### config.mk
export PLATFORM = sky130hd
export DESIGN_NAME = orv64_int_deleg_arb_flat
export DESIGN_NICKNAME = d
export VERILOG_FILES = /design/src/rtl/orv64_int_deleg_arb_pkg.sv /design/src/rtl/orv64_int_deleg_arb_if.sv /design/src/rtl/orv64_int_deleg_arb_prio_sel.sv /design/src/rtl/orv64_int_deleg_arb.sv /design/src/flat_wrapper.sv
export SDC_FILE = /design/constraint.sdc
export NUM_CORES = 1
export LEC_CHECK = 0
export ABC_AREA = 1
export CORE_ASPECT_RATIO = 1.1
export CORE_UTILIZATION = 40
export DETAILED_ROUTE_END_ITERATION = 10
export GPL_TIMING_DRIVEN = 0
export PLACE_DENSITY = 0.9
export SYNTH_ARGS = -nofsm -noshare
export SYNTH_HDL_FRONTEND = slang
export SYNTH_SLANG_ARGS = --single-unit
### constraint.sdc
create_clock -name clk -period 2.07 [get_ports clk]
set_input_delay 0.414 -clock clk [delete_from_list [all_inputs] [get_ports clk]]
set_output_delay 0.414 -clock clk [all_outputs]
set_load 0.02 [all_outputs]
### src/rtl/orv64_int_deleg_arb_pkg.sv
// ----------------------------------------------------------------------------
// orv64_int_deleg_arb_pkg
// Shared types and constants for the interrupt arbiter / delegation unit:
//   orv64_prv_t           privilege encoding (U=0, S=1, M=3)
//   orv64_int_arb_state_e arbiter FSM states
//   ORV64_INT_PRIO_ORDER  fixed priority of the standard causes 0..11
//   orv64_int_reserved()  true for the standard causes that never fire
// ----------------------------------------------------------------------------
package orv64_int_deleg_arb_pkg;

    typedef enum logic [1:0] {
        PRV_U = 2'b00,
        PRV_S = 2'b01,
        PRV_M = 2'b11
    } orv64_prv_t;

    typedef enum logic [1:0] {
        IDLE = 2'b00,
        REQ  = 2'b01,
        COOL = 2'b10
    } orv64_int_arb_state_e;

    // Standard causes ordered highest priority first. Causes 2, 6 and 10 are
    // absent because they can never be eligible.
    localparam int unsigned ORV64_INT_PRIO_N = 9;
    localparam int unsigned ORV64_INT_PRIO_ORDER [ORV64_INT_PRIO_N] =
        '{11, 3, 7, 9, 1, 5, 8, 0, 4};

    // Index of the first platform/custom cause; these rank below all standard
    // causes, lower index first.
    localparam int unsigned ORV64_INT_CUSTOM_BASE = 12;

    function automatic logic orv64_int_reserved(input int unsigned idx);
        return (idx == 2) || (idx == 6) || (idx == 10);
    endfunction

endpackage

### src/rtl/orv64_int_deleg_arb_if.sv
// ----------------------------------------------------------------------------
// orv64_int_deleg_arb_if
// Valid/ready request channel from the interrupt arbiter to the trap logic.
//   int_valid   request present (master -> slave)
//   int_ready   trap logic takes the request (slave -> master)
//   int_cause   winning cause index, stable while int_valid is high
//   int_target  privilege the trap is taken into
// Modports: master (arbiter side), slave (trap logic side).
// ----------------------------------------------------------------------------
interface orv64_int_deleg_arb_if
    import orv64_int_deleg_arb_pkg::*;
#(
    parameter int CAUSE_W = 4
) ();

    logic               int_valid;
    logic               int_ready;
    logic [CAUSE_W-1:0] int_cause;
    orv64_prv_t         int_target;

    modport master (
        output int_valid,
        output int_cause,
        output int_target,
        input  int_ready
    );

    modport slave (
        input  int_valid,
        input  int_cause,
        input  int_target,
        output int_ready
    );

endinterface

### src/rtl/orv64_int_deleg_arb_prio_sel.sv
// ----------------------------------------------------------------------------
// orv64_int_prio_sel
// Combinational fixed-priority picker over the eligible-interrupt vector.
//   elig   per-cause eligibility (reserved causes are expected to be 0)
//   found  at least one cause is eligible
//   idx    winning cause index (0 when nothing is eligible)
// Order: 11,3,7,9,1,5,8,0,4, then causes 12..N_INT-1 ascending.
// ----------------------------------------------------------------------------
module orv64_int_prio_sel
    import orv64_int_deleg_arb_pkg::*;
#(
    parameter  int N_INT   = 16,
    localparam int CAUSE_W = $clog2(N_INT)
) (
    input  logic [N_INT-1:0]   elig,
    output logic               found,
    output logic [CAUSE_W-1:0] idx
);

    // Reserved causes are masked upstream and never take part in the choice.
    logic unused_reserved;
    assign unused_reserved = elig[2] | elig[6] | elig[10];

    // Scan from lowest to highest priority so the last hit wins.
    always_comb begin
        found = 1'b0;
        idx   = '0;
        for (int i = N_INT - 1; i >= int'(ORV64_INT_CUSTOM_BASE); i--) begin
            if (elig[i]) begin
                found = 1'b1;
                idx   = CAUSE_W'(i);
            end
        end
        for (int k = int'(ORV64_INT_PRIO_N) - 1; k >= 0; k--) begin
            if (elig[ORV64_INT_PRIO_ORDER[k]]) begin
                found = 1'b1;
                idx   = CAUSE_W'(ORV64_INT_PRIO_ORDER[k]);
            end
        end
    end

endmodule

### src/rtl/orv64_int_deleg_arb.sv
// ----------------------------------------------------------------------------
// orv64_int_deleg_arb
// Registered interrupt arbiter and delegation unit. Every cycle each pending
// and enabled cause is given a target privilege from mideleg/sideleg, checked
// against the current privilege and global enables, and the highest-priority
// eligible cause is offered to the trap logic over a valid/ready channel.
// After an accept the unit rests for COOLDOWN_CYC cycles so CSR side effects
// of the trap can settle before the next evaluation.
//
// Ports:
//   clk, rst_n        clock, synchronous active-low reset
//   mip, mie          pending / enable bits
//   mideleg, sideleg  M->S and S->U delegation
//   prv               current privilege
//   mstatus_mie/sie/uie  global enables per privilege
//   int_kill          pipeline flush / debug halt: withdraws or blocks requests
//   int_bus           master side of the request channel
//   wfi_wake          registered OR of (mip & mie), ignores global enables
//
// Build option ORV64_INT_USER_DELEG_EN: when defined, sideleg and mstatus_uie
// allow delegation down to U mode; otherwise targets are only M or S.
// ----------------------------------------------------------------------------
module orv64_int_deleg_arb
    import orv64_int_deleg_arb_pkg::*;
#(
    parameter  int N_INT        = 16,
    parameter  int COOLDOWN_CYC = 2,
    localparam int CAUSE_W      = $clog2(N_INT)
) (
    input  logic                   clk,
    input  logic                   rst_n,
    input  logic [N_INT-1:0]       mip,
    input  logic [N_INT-1:0]       mie,
    input  logic [N_INT-1:0]       mideleg,
    input  logic [N_INT-1:0]       sideleg,
    input  orv64_prv_t             prv,
    input  logic                   mstatus_mie,
    input  logic                   mstatus_sie,
    input  logic                   mstatus_uie,
    input  logic                   int_kill,
    orv64_int_deleg_arb_if.master  int_bus,
    output logic                   wfi_wake
);

    localparam int CNT_W = (COOLDOWN_CYC > 1) ? $clog2(COOLDOWN_CYC) : 1;

    orv64_prv_t           tgt [N_INT];
    logic [N_INT-1:0]     elig;
    logic                 found;
    logic [CAUSE_W-1:0]   win;

    orv64_int_arb_state_e state_q, state_d;
    logic                 vld_p1, vld_d;
    logic [CAUSE_W-1:0]   cause_p1, cause_d;
    orv64_prv_t           target_p1, target_d;
    logic [CNT_W-1:0]     cnt_q, cnt_d;
    logic                 wfi_wake_p1;

    // Global enable that applies when a trap stays at the current privilege.
    function automatic logic gie_at(input orv64_prv_t p, input logic m_ie,
                                    input logic s_ie, input logic u_ie);
        case (p)
            PRV_M:   return m_ie;
            PRV_S:   return s_ie;
            PRV_U:   return u_ie;
            default: return 1'b0;
        endcase
    endfunction

`ifdef ORV64_INT_USER_DELEG_EN
    logic uie_eff;
    assign uie_eff = mstatus_uie;
`else
    logic uie_eff;
    logic unused_user_deleg;
    assign uie_eff           = 1'b0;
    assign unused_user_deleg = ^{sideleg, mstatus_uie};
`endif

    // Target privilege and eligibility per cause
    always_comb begin
        for (int i = 0; i < N_INT; i++) begin
            tgt[i] = PRV_M;
            if (mideleg[i]) begin
`ifdef ORV64_INT_USER_DELEG_EN
                tgt[i] = sideleg[i] ? PRV_U : PRV_S;
`else
                tgt[i] = PRV_S;
`endif
            end
        end
    end

    always_comb begin
        elig = '0;
        for (int i = 0; i < N_INT; i++) begin
            elig[i] = mip[i] & mie[i] & ~orv64_int_reserved(i) &
                      ((tgt[i] > prv) ||
                       ((tgt[i] == prv) &&
                        gie_at(prv, mstatus_mie, mstatus_sie, uie_eff)));
        end
    end

    orv64_int_prio_sel #(
        .N_INT (N_INT)
    ) u_prio_sel (
        .elig  (elig),
        .found (found),
        .idx   (win)
    );

    // Arbiter next state. A held request is never preempted; an accept takes
    // precedence over a simultaneous withdrawal.
    always_comb begin
        state_d  = state_q;
        vld_d    = vld_p1;
        cause_d  = cause_p1;
        target_d = target_p1;
        cnt_d    = cnt_q;
        case (state_q)
            IDLE: begin
                if (found && !int_kill) begin
                    state_d  = REQ;
                    vld_d    = 1'b1;
                    cause_d  = win;
                    target_d = tgt[win];
                end
            end
            REQ: begin
                if (int_bus.int_ready) begin
                    state_d = COOL;
                    vld_d   = 1'b0;
                    cnt_d   = CNT_W'(COOLDOWN_CYC - 1);
                end else if (!elig[cause_p1] || int_kill) begin
                    state_d = IDLE;
                    vld_d   = 1'b0;
                end
            end
            COOL: begin
                if (cnt_q == '0) begin
                    state_d = IDLE;
                end else begin
                    cnt_d = cnt_q - CNT_W'(1);
                end
            end
            default: begin
                state_d = IDLE;
                vld_d   = 1'b0;
            end
        endcase
    end

    // Stage p1: registered request and wake outputs
    always_ff @(posedge clk) begin
        if (!rst_n) begin
            state_q     <= IDLE;
            vld_p1      <= 1'b0;
            cause_p1    <= '0;
            target_p1   <= PRV_M;
            cnt_q       <= '0;
            wfi_wake_p1 <= 1'b0;
        end else begin
            state_q     <= state_d;
            vld_p1      <= vld_d;
            cause_p1    <= cause_d;
            target_p1   <= target_d;
            cnt_q       <= cnt_d;
            wfi_wake_p1 <= |(mip & mie);
        end
    end

    assign int_bus.int_valid  = vld_p1;
    assign int_bus.int_cause  = cause_p1;
    assign int_bus.int_target = target_p1;
    assign wfi_wake           = wfi_wake_p1;

endmodule
### src/flat_wrapper.sv
// flat-port wrapper written by rule: the top's interface ports become plain ports
module orv64_int_deleg_arb_flat import orv64_int_deleg_arb_pkg::*;
#(
    parameter  int N_INT        = 16,
    parameter  int COOLDOWN_CYC = 2,
    localparam int CAUSE_W      = $clog2(N_INT)
)
  (clk, rst_n, mip, mie, mideleg, sideleg, prv, mstatus_mie, mstatus_sie, mstatus_uie, int_kill, wfi_wake, int_bus_int_valid, int_bus_int_cause, int_bus_int_target, int_bus_int_ready);
  orv64_int_deleg_arb_if int_bus_i ();
  input  logic clk;
  input  logic rst_n;
  input  logic [N_INT-1:0] mip;
  input  logic [N_INT-1:0] mie;
  input  logic [N_INT-1:0] mideleg;
  input  logic [N_INT-1:0] sideleg;
  input  orv64_prv_t prv;
  input  logic mstatus_mie;
  input  logic mstatus_sie;
  input  logic mstatus_uie;
  input  logic int_kill;
  output logic wfi_wake;
  output wire logic [$bits(int_bus_i.int_valid)-1:0] int_bus_int_valid;
  output wire logic [$bits(int_bus_i.int_cause)-1:0] int_bus_int_cause;
  output wire logic [$bits(int_bus_i.int_target)-1:0] int_bus_int_target;
  input wire logic [$bits(int_bus_i.int_ready)-1:0] int_bus_int_ready;
  assign int_bus_int_valid = int_bus_i.int_valid;
  assign int_bus_int_cause = int_bus_i.int_cause;
  assign int_bus_int_target = int_bus_i.int_target;
  assign int_bus_i.int_ready = int_bus_int_ready;
  orv64_int_deleg_arb #(.N_INT(N_INT), .COOLDOWN_CYC(COOLDOWN_CYC)) u_core (.clk(clk), .rst_n(rst_n), .mip(mip), .mie(mie), .mideleg(mideleg), .sideleg(sideleg), .prv(prv), .mstatus_mie(mstatus_mie), .mstatus_sie(mstatus_sie), .mstatus_uie(mstatus_uie), .int_kill(int_kill), .int_bus(int_bus_i), .wfi_wake(wfi_wake));
endmodule
==> impl_metrics.ini, run 1 <==
; implementation run metrics
[worst_setup_path]
path_cells = clkdlybuf4s15_1 > ha_1 > nand2_2 > a21oi_1 > nand2_2 > nand3_4 > nor2_8 > buf_12 > nand3_4 > nand3_4 > buf_6 > a21oi_1 > nand3_1
cp.arrival_ns = 2.25
setup.worst_path.start_class = input pin
worst-setup-path-type = input pin to flop
required_ns = 2.19
cp_max_fo = 5
end_kind = flop
cp_slowest_cell = ha_1

[place]
portBuffers = 62
place.detailed.hpwl_um = 3690
gp_congestion = 0.864

[yosys]
ys_top_cells_by_area = nand2_1 (20%), dfxtp_1 (13%), nand3_1 (12%)
yosys_area_um2 = 1550
ff_type = dfxtp_1
postSynthSeqShare = 0.129
syn_area_um2 = 1550
ys_cells = 261
edf_count = 0
common_cells = nand2_1 (84), nand3_1 (36), inv_1 (32)
ys.warnings.count = 0
largest_area_cell = nand2_1
top_cell = nand2_1
fp_nets = 347
synth_cell_types = 27
synth.avg_cell_area_um2 = 5.95
synth_cells = 261

[route]
vias = 2321
antenna_left = 0
routedWlPerCell_um = 17.5
drt_iter0_drc = 213
vias_per_cell = 5.83
first_pass_iters = 6

[floorplanning]
io_pins = 81
initCoreUtil = 0.422
core_um2 = 3680
dieArea_um2 = 4140
core.rowCount = 23

[finish]
logic_area_um2 = 1450
diodes = 0
fin_util = 0.749
final_layout_size_suffix_gt1_frac = 0.322
seqCellArea_um2 = 200
fin_nets = 436

[sta]
setup_viol_count_final = 1
rsz0062_at_grt = yes
max_freq_mhz = 469
period_used_share = 1.03
post-route-min-period_ns = 2.13
final_hold_viol_count = 0
fin_skew_ns = 0.00446
setup_ws_ns = -0.0626
slew_viol_final = 0
relSlewSlack = 0.583

[global_route]
grt_pass1_vias = 2097
grt_use_total = 0.290
gr-total-overflow = 0
antenna_found_initial = 0
grt_max_degree = 16

[power_and_ir_drop]
p_per_area_nw_per_um2 = 451
leakage_nw = 1.32

[clock_tree]
cts_inserted_buffers = 3
hold_buffers = 0
h-tree-depth = 1
clockRootBuffer = clkbuf_8
cts_tree = done
cts_sinks = 10

[run]
cap_violations = 0
tool_warnings = 44

[run_status]
outcome = complete, but fails checks
violations = setup timing

[hold_path]
hp-class = flop to flop
-- run 1: power by group --
part | total, W | internal (W) | switching (W)
combinational | 0.000806 | 0.000365 | 0.000440
sequential | 0.000234 | 0.000213 | 0.0000212
clock | 0.000204 | 0.000127 | 0.0000768
total | 0.00124 | 0.000706 | 0.000538
-- run 1: metrics by stage --
step | instances | hold slack [ns] | power, W | setup slack, ns | area (um^2)
final | 398 | 0.461 | 0.00124 | -0.0626 | 2760
after global routing | 398 | 0.496 | 0.00130 | -0.147 | 2760
after CTS | 392 | 0.465 | 0.00108 | 0.00487 | 2500
after detailed placement | 373 | 0.458 | 0.000794 | -0.962 | 2240
after global placement | 373 | 0.445 | 0.000777 | -0.918 | 2240
after floorplan | 261 | 0.439 | 0.000578 | 0.222 | 1550
-- run 1: layer usage --
metal,vias up,share of wire,GRT usage
met5,-,0,0
met4,0,0.075,0.158
met3,50,0.092,0.0517
met2,183,0.49,0.518
met1,1050,0.34,0.319
li1,1038,-,-
-- run 1: area by class of cell --
cell class                      instances  share of cell area
Multi-Input combinational cell        215               0.526
Timing Repair Buffer                   82               0.296
Buffer                                  5              0.0218
Tap cell                               50              0.0227
Sequential cell                        10              0.0726
Clock buffer                            3              0.0150
Inverter                               33              0.0458
-- run 1: placed cells by master, fill, tap and decap left out, drive strengths merged --
cell type and count:
a211oi 1, a21boi 2, a21oi 24, buf 24
clkbuf 9, clkdlybuf4s15 4, clkdlybuf4s50 45, clkinv 1
conb 1, dfxtp 10, dlygate4sd2 6, dlymetal6s2s 2
ha 13, inv 32, nand2 96, nand3 40
nand3b 9, nand4 4, nor2 15, nor2b 1
nor4 1, o21ai 8
-- run 1: timing repair --
item,in CTS,in global routing
endpoints found under the hold margin,0,0
gates cloned,3,2
setup endpoints to repair,7,7
gates resized,53,62
setup buffers,13,4
pin swaps,22,35
-- run 1: path summary, 6_finish.rpt --
path / startpoint / endpoint / slack (ns) / cells after the start
hold reg to reg: u_core.cnt_q / u_core.cnt_q / 0.46 / 2
hold / removal: u_core.cnt_q / u_core.cnt_q / 0.46 / 2
setup / recovery: mideleg[11] / u_core.int_bus.int_target[1] / -0.06 / 13
setup reg to reg: u_core.int_bus.int_cause[1] / u_core.int_bus.int_valid / 0.53 / 9
-- run 1: sequential cells by signal (all words and copies together) (netlist names) --
register                   cells
u_core.int_bus.int_cause       4
u_core.int_bus.int_valid       1
u_core.wfi_wake                1
u_core.cnt_q                   1
u_core.int_bus.int_target      1
u_core.state_q                 2
-- run 1: worst max-delay path, delay by kind of cell --
family	cells	cell delay, ns
AND/OR/NAND/NOR	7	0.63
adder cells (fa/ha/maj)	1	0.34
buffers and inverters	3	0.52
AND-OR/OR-AND	2	0.36
-- run 1: kinds of logic (layout without fill, tap and decap cells) --
kind of cell    Yosys count  after routing  synth area share
compound gates           35             35             0.128
buf+inv                  38            123             0.114
fa+ha+maj                13             13             0.105
flops                    10             10             0.129
simple gates            164            166             0.522
other cells               1              1           0.00242
Run 1, logic cells by family:
Scale: 4 px per um.
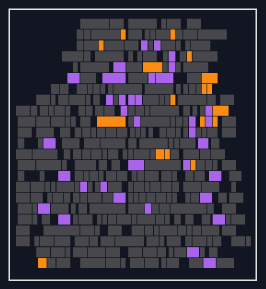
- nor cells: orange (cells 17)
- aoi and oai cells: purple (cells 35)
Commonest Layout Cell: nand2_1
non-filler cells, final: 398

Run 1, floorplan with the power grid:
Scale: 6 px per um. Pins as bars on the die edge.
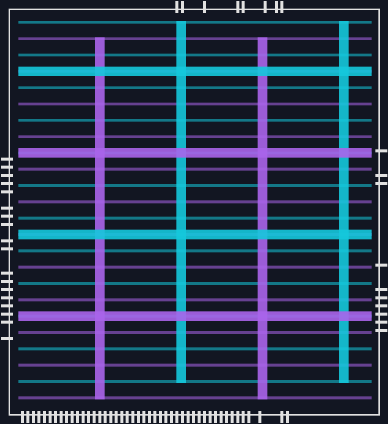
- VDD: cyan
- VSS: purple
- met1 rails: 24
- signal pins: 81
- met4 straps: 4
Peak VDD IR: 0.194 mV
die width: 61.4 um
Die Ht: 67.3 um

Run 1, clock network drawn from the DEF:
Scale: 4 px per um.
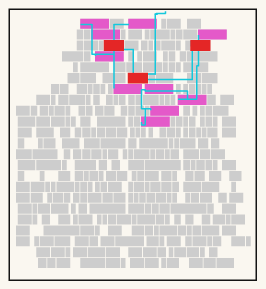
- clock wires: cyan (length 156 um)
- flip-flops: magenta (count 10)
- clock drivers: red (count 3)
- routed clock nets: 4
clock group share of total power: 0.164
Clk. pwr: 0.000204 W

Run 1, the clock network:
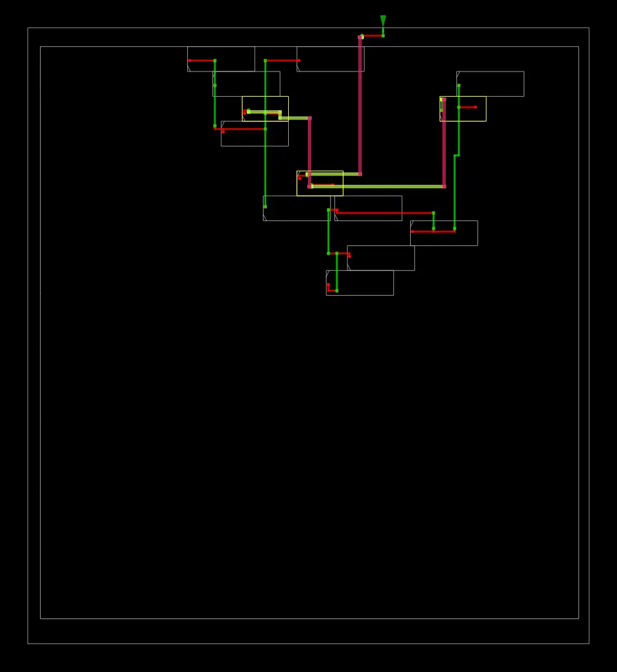

## Run 2: what changed since run 1
Settings changed: ABC_AREA 1 to not set, PLACE_DENSITY 0.9 to 0.91.
Run 2, the clock network:
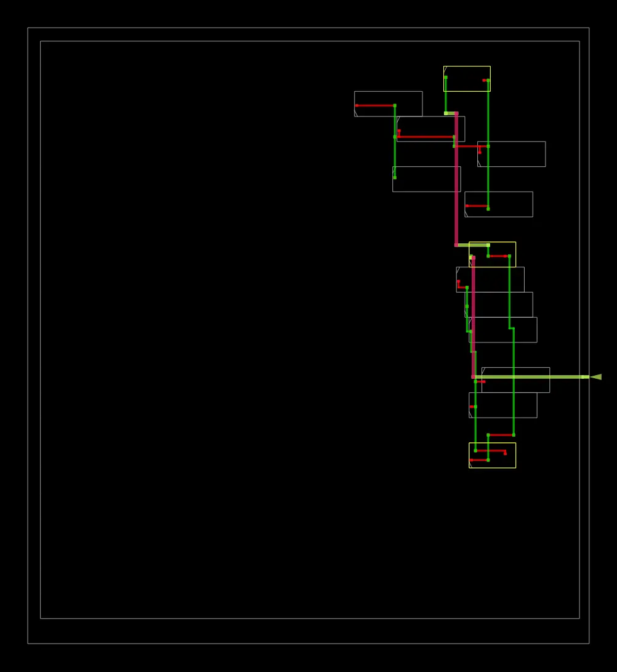
clkbuf count: 3
clk_lat worst skew: 0.24 ns
Flops: 10
Clk. pwr: 0.000199 W

==> run 2 against run 1 <==
Net effect:
- the run still ends with setup timing left
- sequential share of layout area is 0.79 points lower
- clock-buffer cell count stayed put
- highest routed layer unchanged
- sequential power is 2% higher
==> impl_metrics.ini, run 2 <==
; implementation run metrics
[yosys]
common_cells = nand2_1 (21), a21boi_0 (13), ha_1 (13)
xor_area_frac = 0
simple_gate_share = 0.190
postSynthSeqShare = 0.131
synth_cells = 171
ys_cells = 171
ys_top_cells_by_area = dfxtp_1 (13%), ha_1 (11%), a21boi_0 (6.4%)
logic_family = AND-OR/OR-AND gates
largest_area_cell = dfxtp_1
yosys_area_um2 = 1520
top_cell = nand2_1
synth_cell_types = 57
synthAdderAreaFrac = 0.107
muxShareOfSynthArea = 0.131
ff_type = dfxtp_1
synth.avg_cell_area_um2 = 8.91
ys.warnings.count = 0
ys_sh_aoi = 0.406

[hold_path]
holdPathEnd = u_core.cnt_q
hold-path-cell-count = 2

[clock_tree]
clockRootBuffer = clkbuf_8
cts_sinks = 10
hold_buffers = 0
cts_inserted_buffers = 3
cts_tree = done
h-tree-depth = 1

[sta]
relSlewSlack = 0.620
rsz0062_at_grt = yes
post-route-min-period_ns = 2.59
holdWs_ns = 0.508
setup_viol_count_final = 7
period_used_share = 1.25
setup_ws_ns = -0.524
slew_viol_final = 0
final_hold_viol_count = 0
max_freq_mhz = 385

[finish]
fin_nets = 366
largest_reg_flops = 4
fin_area_um2 = 3090
mostFrequentLayoutCell = clkdlybuf4s50_1
final_layout_size_suffix_gt1_frac = 0.489
most-common-layout-cells = clkdlybuf4s50_1 (42), buf_4 (34), nand2_1 (18)

[route]
drt_iter0_drc = 120
routedWlPerCell_um = 21.0
antenna_left = 0
vias = 1973
first_pass_iters = 4
vias_per_cell = 6.02

[worst_setup_path]
r2r_slack_ns = 0.03
worst-setup-path-type = input pin to flop
reg2reg_to = u_core.int_bus.int_valid
end_kind = flop
required_ns = 2.20
cp_max_fo = 7
cp.arrival_ns = 2.72
r2r_start = u_core.int_bus.int_cause[0]
path_cells = clkdlybuf4s15_1 > mux2i_4 > buf_12 > buf_6 > a311oi_4 > buf_4 > buf_4 > nor4bb_2 > a41oi_2 > buf_4 > buf_4 > nor2_1 > nor3b_1 > a31o_2
ff2ff_path_depth = 6
setup.worst_path.start_class = input pin

[global_route]
gr-total-overflow = 0
grt_pass1_vias = 2056
grt_max_degree = 11
grt_use_total = 0.337

[power_and_ir_drop]
p_per_area_nw_per_um2 = 422
leakage_nw = 1.20

[place]
place.detailed.hpwl_um = 3590
gp_congestion = 0.916
placed_area_um2 = 2340
portBuffers = 61
dp_slack_ns = -1.80

[run]
tool_warnings = 46
cap_violations = 0

[floorplanning]
io_pins = 81
initCoreUtil = 0.417
core.rowCount = 23
dieArea_um2 = 4060

[run_status]
outcome = complete, but fails checks
violations = setup timing
Run 2, floorplan with the power grid:
Scale: 6 px per um. Pins as bars on the die edge.
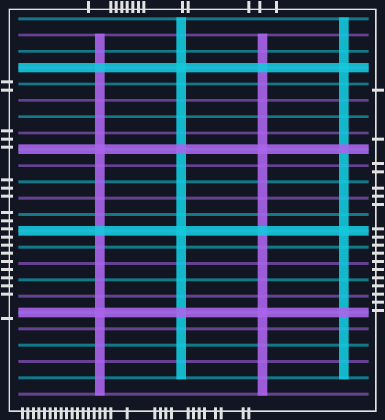
Die Ht: 66.7 um
Core Region: 3650 um^2
Peak VDD IR: 0.187 mV
die width: 60.9 um

run 2: netlist changes by cell type after synthesis, sizes merged, moves of 12 or more:
cell | before | now
nor2 | 15 | 2
nand2 | 94 | 22
a21oi | 24 | 4
nand3 | 40 | 3
a21boi | 2 | 14
inv | 32 | 1
run 2: cell families after synthesis:
group,Yosys count
compound gates,68
simple gates,53
mux,17
fa+ha+maj,13
flops,10
buf+inv,9
other cells,1
run 2: timing repair:
item,in CTS,in global routing
endpoints found under the setup margin,7,7
cloned,1,0
gates resized,94,12
setup buffers,38,6
pin swaps,47,12
run 2: worst reg2reg max path, cell delays in order, from the launching register on:
cell and delay, ns:
dfxtp_1 0.33, clkbuf_1 0.46, mux2_4 0.36, a21oi_2 0.13, mux2i_1 0.10, a2111oi_2 0.40
a31o_2 0.21
run 2: final cells by class:
type,count,area (um^2),area share
plain buffers,8,61.3,0.0198
inverters,1,3.75,0.00121
well taps,50,62.6,0.0202
clock buffers,3,41.3,0.0133
flip-flops and latches,10,200,0.0647
repair buffers,104,1010,0.325
multi-input cells,152,1720,0.556
run 2: worst max-delay path by stage:
stage	slack, ns	start	endpoint
floorplan	-0.32	mideleg[1]	u_core.int_bus.int_target[1]
global placement	-1.73	prv[1]	u_core.int_bus.int_target[1]
detailed placement	-1.80	prv[1]	u_core.int_bus.int_target[1]
CTS	-0.39	prv[1]	u_core.int_bus.int_target[1]
global route	-0.58	mie[15]	u_core.int_bus.int_target[1]
finish	-0.52	mstatus_mie	u_core.int_bus.int_valid
run 2: per-layer routing:
metal	GRT usage	share of wire
met2	0.592	0.52
met5	0	0
met4	0.145	0.033
met3	0.0524	0.060
met1	0.396	0.39
run 2: metrics by stage:
| stage | std cells | power [W] | utilization |
|---|---|---|---|
| 2_1_floorplan | 171 | 0.000606 | - |
| 3_3_place_gp | 282 | 0.000809 | 0.640 |
| 3_5_place_dp | 282 | 0.000822 | 0.640 |
| 4_1_cts | 322 | 0.00121 | 0.817 |
| 5_1_grt | 328 | 0.00137 | 0.847 |
| 6_report | 328 | 0.00131 | 0.847 |
run 2: where the power goes:
| group | switching [W] | internal [W] | leakage [nW] |
|---|---|---|---|
| clock | 0.0000721 | 0.000127 | 0.0216 |
| sequential | 0.0000255 | 0.000213 | 0.0826 |
| combinational | 0.000397 | 0.000472 | 1.09 |
No activity file was given, so power comes from the tool's default toggle rates.
